Signal wires by layer:
Two of the layers only.
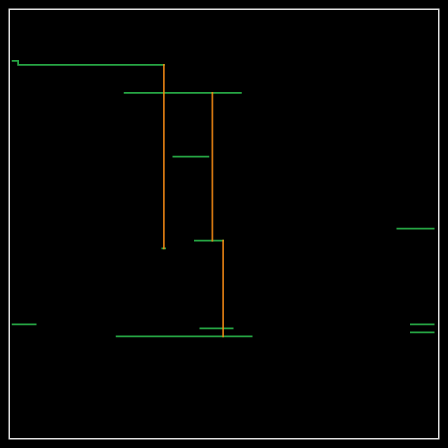
Routed clock nets over the placement:
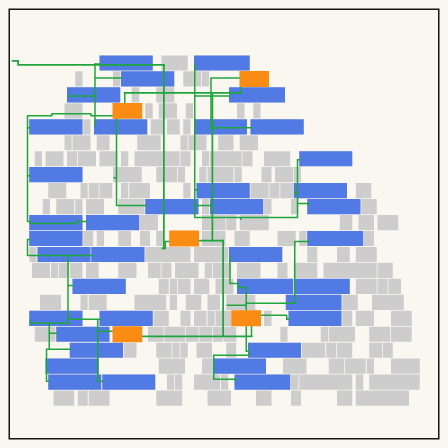
[config.mk]
export PLATFORM = sky130hd
export DESIGN_NAME = ddfs_range_ctrl_flat
export DESIGN_NICKNAME = d
export VERILOG_FILES = /design/src/rtl/ddfs_range_ctrl_if.sv /design/src/rtl/ddfs_range_ctrl.sv /design/src/flat_wrapper.sv
export SDC_FILE = /design/constraint.sdc
export NUM_CORES = 1
export LEC_CHECK = 0
export CAP_MARGIN = 20
export CORE_MARGIN = 3
export CORE_UTILIZATION = 45
export CTS_CLUSTER_DIAMETER = 60
export DETAILED_ROUTE_END_ITERATION = 12
export GPL_TIMING_DRIVEN = 0
export PLACE_DENSITY = 0.72
export SYNTH_ARGS = -nofsm -noshare
export SYNTH_HDL_FRONTEND = slang
export SYNTH_SLANG_ARGS = --single-unit
[constraint.sdc]
create_clock -name clk_in -period 2.04 [get_ports clk_in]
set_clock_uncertainty 0.2 [all_clocks]
set_input_delay 0.204 -clock clk_in [delete_from_list [all_inputs] [get_ports clk_in]]
set_output_delay 0.204 -clock clk_in [all_outputs]
set_load 0.005 [all_outputs]
[src/rtl/ddfs_range_ctrl_if.sv]
// Board-side bundle for the DDFS range controller: raw buttons and divider
// feedback in, range code / update strobe / busy out.
interface ddfs_range_ctrl_if;
  logic       btn_up;
  logic       btn_down;
  logic       div_clk;
  logic [2:0] freq_cntrl;
  logic       update;
  logic       busy;

  modport master (
    output btn_up, btn_down, div_clk,
    input  freq_cntrl, update, busy
  );

  modport slave (
    input  btn_up, btn_down, div_clk,
    output freq_cntrl, update, busy
  );
endinterface

[src/rtl/ddfs_range_ctrl.sv]
// Push-button range stepper for the DDFS divider; applies the new code only at a divider edge.
// Define DDFS_RANGE_WRAP_EN to wrap 6<->0 instead of saturating at the ends.
//
// state       | meaning
// S_IDLE      | no button activity, counter cleared
// S_DEBOUNCE  | one button high, counting stable cycles
// S_WAIT_EDGE | press accepted, waiting for div_clk rise or timeout
// S_COMMIT    | load freq_cntrl with target, pulse update
// S_HOLD      | wait for both buttons released for a full debounce time
module ddfs_range_ctrl #(
  parameter int DEBOUNCE_CYCLES = 500000,
  parameter int EDGE_TIMEOUT    = 1048575,
  parameter int CNT_W           = 20,
  parameter int RESET_RANGE     = 3
) (
  input  logic              clk_in,
  input  logic              rst_n,
  ddfs_range_ctrl_if.slave  bus
);

  localparam logic [2:0]       LP_MAX     = 3'd6;
  localparam logic [2:0]       LP_RESET   = (RESET_RANGE > 6) ? 3'd6 : 3'(RESET_RANGE);
  localparam logic [CNT_W-1:0] LP_DB_LAST = CNT_W'(DEBOUNCE_CYCLES - 1);
  localparam logic [CNT_W-1:0] LP_TO_LAST = CNT_W'(EDGE_TIMEOUT - 1);

  typedef enum logic [2:0] {
    S_IDLE,
    S_DEBOUNCE,
    S_WAIT_EDGE,
    S_COMMIT,
    S_HOLD
  } state_t;

  state_t           r_state, w_state_nxt;
  logic [CNT_W-1:0] r_cnt, w_cnt_nxt;
  logic             r_dir_up, w_dir_up_nxt;
  logic [2:0]       r_target, w_target_nxt;
  logic [2:0]       r_freq;
  logic             r_update;
  logic [2:0]       w_step;
  logic             w_press_ok;
  logic             w_edge;

  logic r_up_s1, r_up_s2, r_dn_s1, r_dn_s2;
  logic r_div_s1, r_div_s2, r_div_prev;

  always_ff @(posedge clk_in or negedge rst_n) begin
    if (!rst_n) begin
      r_up_s1    <= 1'b0;
      r_up_s2    <= 1'b0;
      r_dn_s1    <= 1'b0;
      r_dn_s2    <= 1'b0;
      r_div_s1   <= 1'b0;
      r_div_s2   <= 1'b0;
      r_div_prev <= 1'b0;
    end else begin
      r_up_s1    <= bus.btn_up;
      r_up_s2    <= r_up_s1;
      r_dn_s1    <= bus.btn_down;
      r_dn_s2    <= r_dn_s1;
      r_div_s1   <= bus.div_clk;
      r_div_s2   <= r_div_s1;
      r_div_prev <= r_div_s2;
    end
  end

  assign w_edge     = r_div_s2 & ~r_div_prev;
  assign w_press_ok = r_dir_up ? (r_up_s2 & ~r_dn_s2) : (r_dn_s2 & ~r_up_s2);

  // Next range code in the latched direction; the ends either hold or wrap.
  always_comb begin
    w_step = r_freq;
    if (r_dir_up) begin
      if (r_freq >= LP_MAX) begin
`ifdef DDFS_RANGE_WRAP_EN
        w_step = 3'd0;
`else
        w_step = LP_MAX;
`endif
      end else begin
        w_step = r_freq + 3'd1;
      end
    end else begin
      if (r_freq == 3'd0) begin
`ifdef DDFS_RANGE_WRAP_EN
        w_step = LP_MAX;
`else
        w_step = 3'd0;
`endif
      end else begin
        w_step = r_freq - 3'd1;
      end
    end
  end

  always_ff @(posedge clk_in or negedge rst_n) begin
    if (!rst_n) begin
      r_state  <= S_IDLE;
      r_cnt    <= '0;
      r_dir_up <= 1'b0;
      r_target <= LP_RESET;
    end else begin
      r_state  <= w_state_nxt;
      r_cnt    <= w_cnt_nxt;
      r_dir_up <= w_dir_up_nxt;
      r_target <= w_target_nxt;
    end
  end

  always_comb begin
    w_state_nxt  = r_state;
    w_cnt_nxt    = r_cnt;
    w_dir_up_nxt = r_dir_up;
    w_target_nxt = r_target;
    case (r_state)
      S_IDLE: begin
        w_cnt_nxt = '0;
        if (r_up_s2 ^ r_dn_s2) begin
          w_state_nxt  = S_DEBOUNCE;
          w_dir_up_nxt = r_up_s2;
        end
      end
      S_DEBOUNCE: begin
        if (!w_press_ok) begin
          w_state_nxt = S_IDLE;
          w_cnt_nxt   = '0;
        end else if (r_cnt == LP_DB_LAST) begin
          w_cnt_nxt    = '0;
          w_target_nxt = w_step;
          // A press at a saturated end produces no step and no update.
          w_state_nxt  = (w_step == r_freq) ? S_HOLD : S_WAIT_EDGE;
        end else begin
          w_cnt_nxt = r_cnt + CNT_W'(1);
        end
      end
      S_WAIT_EDGE: begin
        if (w_edge || (r_cnt == LP_TO_LAST)) begin
          w_state_nxt = S_COMMIT;
          w_cnt_nxt   = '0;
        end else begin
          w_cnt_nxt = r_cnt + CNT_W'(1);
        end
      end
      S_COMMIT: begin
        w_state_nxt = S_HOLD;
        w_cnt_nxt   = '0;
      end
      S_HOLD: begin
        if (r_up_s2 || r_dn_s2) begin
          w_cnt_nxt = '0;
        end else if (r_cnt == LP_DB_LAST) begin
          w_state_nxt = S_IDLE;
          w_cnt_nxt   = '0;
        end else begin
          w_cnt_nxt = r_cnt + CNT_W'(1);
        end
      end
      default: begin
        w_state_nxt = S_IDLE;
        w_cnt_nxt   = '0;
      end
    endcase
  end

  always_ff @(posedge clk_in or negedge rst_n) begin
    if (!rst_n) begin
      r_freq   <= LP_RESET;
      r_update <= 1'b0;
    end else begin
      r_update <= (r_state == S_COMMIT);
      if (r_state == S_COMMIT) begin
        r_freq <= r_target;
      end
    end
  end

  assign bus.freq_cntrl = r_freq;
  assign bus.update     = r_update;
  assign bus.busy       = (r_state == S_WAIT_EDGE) || (r_state == S_COMMIT) || (r_state == S_HOLD);

endmodule

[src/flat_wrapper.sv]
// flat-port wrapper written by rule: the top's interface ports become plain ports
module ddfs_range_ctrl_flat 
#(
  parameter int DEBOUNCE_CYCLES = 500000,
  parameter int EDGE_TIMEOUT    = 1048575,
  parameter int CNT_W           = 20,
  parameter int RESET_RANGE     = 3
)
  (clk_in, rst_n, bus_btn_up, bus_btn_down, bus_div_clk, bus_freq_cntrl, bus_update, bus_busy);
  ddfs_range_ctrl_if bus_i ();
  input  logic clk_in;
  input  logic rst_n;
  input wire logic [$bits(bus_i.btn_up)-1:0] bus_btn_up;
  input wire logic [$bits(bus_i.btn_down)-1:0] bus_btn_down;
  input wire logic [$bits(bus_i.div_clk)-1:0] bus_div_clk;
  output wire logic [$bits(bus_i.freq_cntrl)-1:0] bus_freq_cntrl;
  output wire logic [$bits(bus_i.update)-1:0] bus_update;
  output wire logic [$bits(bus_i.busy)-1:0] bus_busy;
  assign bus_i.btn_up = bus_btn_up;
  assign bus_i.btn_down = bus_btn_down;
  assign bus_i.div_clk = bus_div_clk;
  assign bus_freq_cntrl = bus_i.freq_cntrl;
  assign bus_update = bus_i.update;
  assign bus_busy = bus_i.busy;
  ddfs_range_ctrl #(.DEBOUNCE_CYCLES(DEBOUNCE_CYCLES), .EDGE_TIMEOUT(EDGE_TIMEOUT), .CNT_W(CNT_W), .RESET_RANGE(RESET_RANGE)) u_core (.clk_in(clk_in), .rst_n(rst_n), .bus(bus_i));
endmodule
==> flow_metrics.py <==
# Physical implementation metrics
metrics = {
    "outcome": {
        "status": "finished with violations",
        "violations": "negative setup slack",
    },
    "yosys": {
        "async_reset_ff_frac": 1.00,
        "syn_inst": 197,
        "synth_cell_type_count": 48,
        "ys_cells": 197,
        "seq_area_frac_synth": 0.474,
        "synth_area_um2": 2020,
    },
    "finish": {
        "drive_above_1_share": 0.257,
        "diodes": 0,
        "seq_area_um2": 960,
    },
    "drt": {
        "dr.pass1.iters": 5,
        "vias": 1435,
        "wl_per_cell_um": 13.9,
        "drt_iter0_drc": 40,
        "antenna_left": 0,
    },
    "clocking": {
        "cts_buffer_depth": 2,
        "clock_sinks": 38,
        "cts_tree": "yes",
        "h-tree-depth": 2,
    },
    "die": {
        "ioPinCount": 10,
        "fp-utilization": 0.483,
    },
    "place": {
        "dpl_worst_slack_ns": -0.196,
        "io_buffer_count": 9,
    },
    "grt": {
        "antenna_found_initial": 0,
        "grt_util_all_layers": 0.156,
        "grt_pass1_vias": 1387,
    },
    "power": {
        "ir_worst_vdd_v": 0.000664,
    },
    "timing": {
        "relSlewSlack": 0.471,
        "timing.hold.ws_ns": 0.149,
        "setup_viol": 1,
        "rsz0062_at_grt": "yes",
        "worstMarginPinSlew_ns": 0.794,
        "setup_slack_ns": -0.107,
    },
    "setup_path": {
        "cp_data_required_time_ns": 2.02,
        "cp_top_family": "simple AND/OR/NAND/NOR gates",
        "cpMaxStageDelayCell": "dfrtp_2",
    },
}
-- 'signal wires by layer' (at the start) --
Key: orange = met4 [wire length 72.8 µm]; green = met3 [wire length 104 µm]

-- 'routed clock nets over the placement' (at the start) --
Key: orange = cells driving clock nets [count 5]; green = clock wires [length 486 µm]; blue = flip-flops [count 38]
Position of the flops: all over the die. There are 6 routed clock nets.
Clock power frac: 0.319
Latency at later pin: 0.29 ns
Clk. pwr: 0.595 mW

## metal layers
metal	up-vias	GRT usage	wire, µm
li1	722	-	-
met1	693	0.214	1780
met2	14	0.228	1840
met3	6	0.0413	103
met4	0	0.0738	72
met5	-	0	0
## cell families after synthesis
group,synth area share
XOR/XNOR,0.0825
flip-flops,0.474
multiplexers,0.0378
AND/OR/NAND/NOR,0.246
AND-OR/OR-AND,0.0633
adder cells (fa/ha/maj),0.0558
buffers and inverters,0.0409
## timing repair
item | in CTS | in global routing
gates cloned | 0 | 1
resized | 3 | 21
pin swaps | 1 | 3
hold buffers | 1 | 0
endpoints found under the hold margin | 34 | 0
buffers inserted | 3 | 4
endpoints found under the setup margin | 4 | 26
## metrics by stage
stage          setup TNS, ns   util  area (µm²)  instances
6_report              -0.107  0.589        2460        272
4_1_cts               -0.103  0.562        2350        268
3_5_place_dp          -0.284  0.526        2200        256
5_1_grt                -1.00  0.589        2460        272
2_1_floorplan        -0.0347      -        2050        197
3_3_place_gp          -10.11  0.527        2200        256
## power breakdown
group          switching, mW  internal (mW)
Sequential            0.0528          0.795
Combinational          0.214          0.206
Clock                  0.254          0.341
Total                  0.520           1.34
## path summary, 6_finish.rpt
check                      slack [ns]                end             from  depth (start not counted)
max                             -0.11  u_core.r_state[2]  u_core.r_cnt[0]                          6
min                              0.15     u_core.r_up_s2   u_core.r_up_s1                          0
max reg2reg                     -0.11  u_core.r_state[2]  u_core.r_cnt[0]                          6
min reg2reg                      0.15     u_core.r_up_s2   u_core.r_up_s1                          0
max in group asynchronous        0.75  u_core.r_state[1]            rst_n                          2
min in group asynchronous        0.34     u_core.r_up_s1            rst_n                          2
## sequential cells by signal, summed over array words and instances, names as in the netlist
register               count
u_core.r_dn_s2             1
u_core.r_dir_up            1
u_core.r_div_s2            1
u_core.r_state             3
u_core.r_up_s1             1
u_core.r_div_prev          1
u_core.r_dn_s1             1
u_core.bus.update          1
u_core.r_up_s2             1
u_core.r_target            3
u_core.bus.freq_cntrl      3
u_core.r_div_s1            1
u_core.r_cnt              20
## layout make-up
| type | count | area share |
|---|---|---|
| plain buffers | 5 | 0.0173 |
| clock buffers | 8 | 0.0448 |
| inverters | 11 | 0.0188 |
| multi-input cells | 142 | 0.440 |
| flip-flops and latches | 38 | 0.391 |
| well taps | 50 | 0.0255 |
| repair buffers | 18 | 0.0631 |
## Yosys cell counts, types with 2 or more instances
library cell and n:
dfrtp_1 34, nor2_1 25, nand2_1 15, xor2_1 15, inv_1 11, ha_1 9, nand3_1 9, o21ai_0 7
mux2_2 5, nand4_1 5, nor2b_1 5, a21oi_1 4, dfstp_2 4, xnor2_1 4, nor3_1 3, and2_1 2
and3_1 2, and4_1 2, buf_2 2, buf_6 2, mux2i_1 2, nand2b_1 2, nand3b_1 2, nor3_2 2
No activity file was given, so power comes from the tool's default toggle rates.
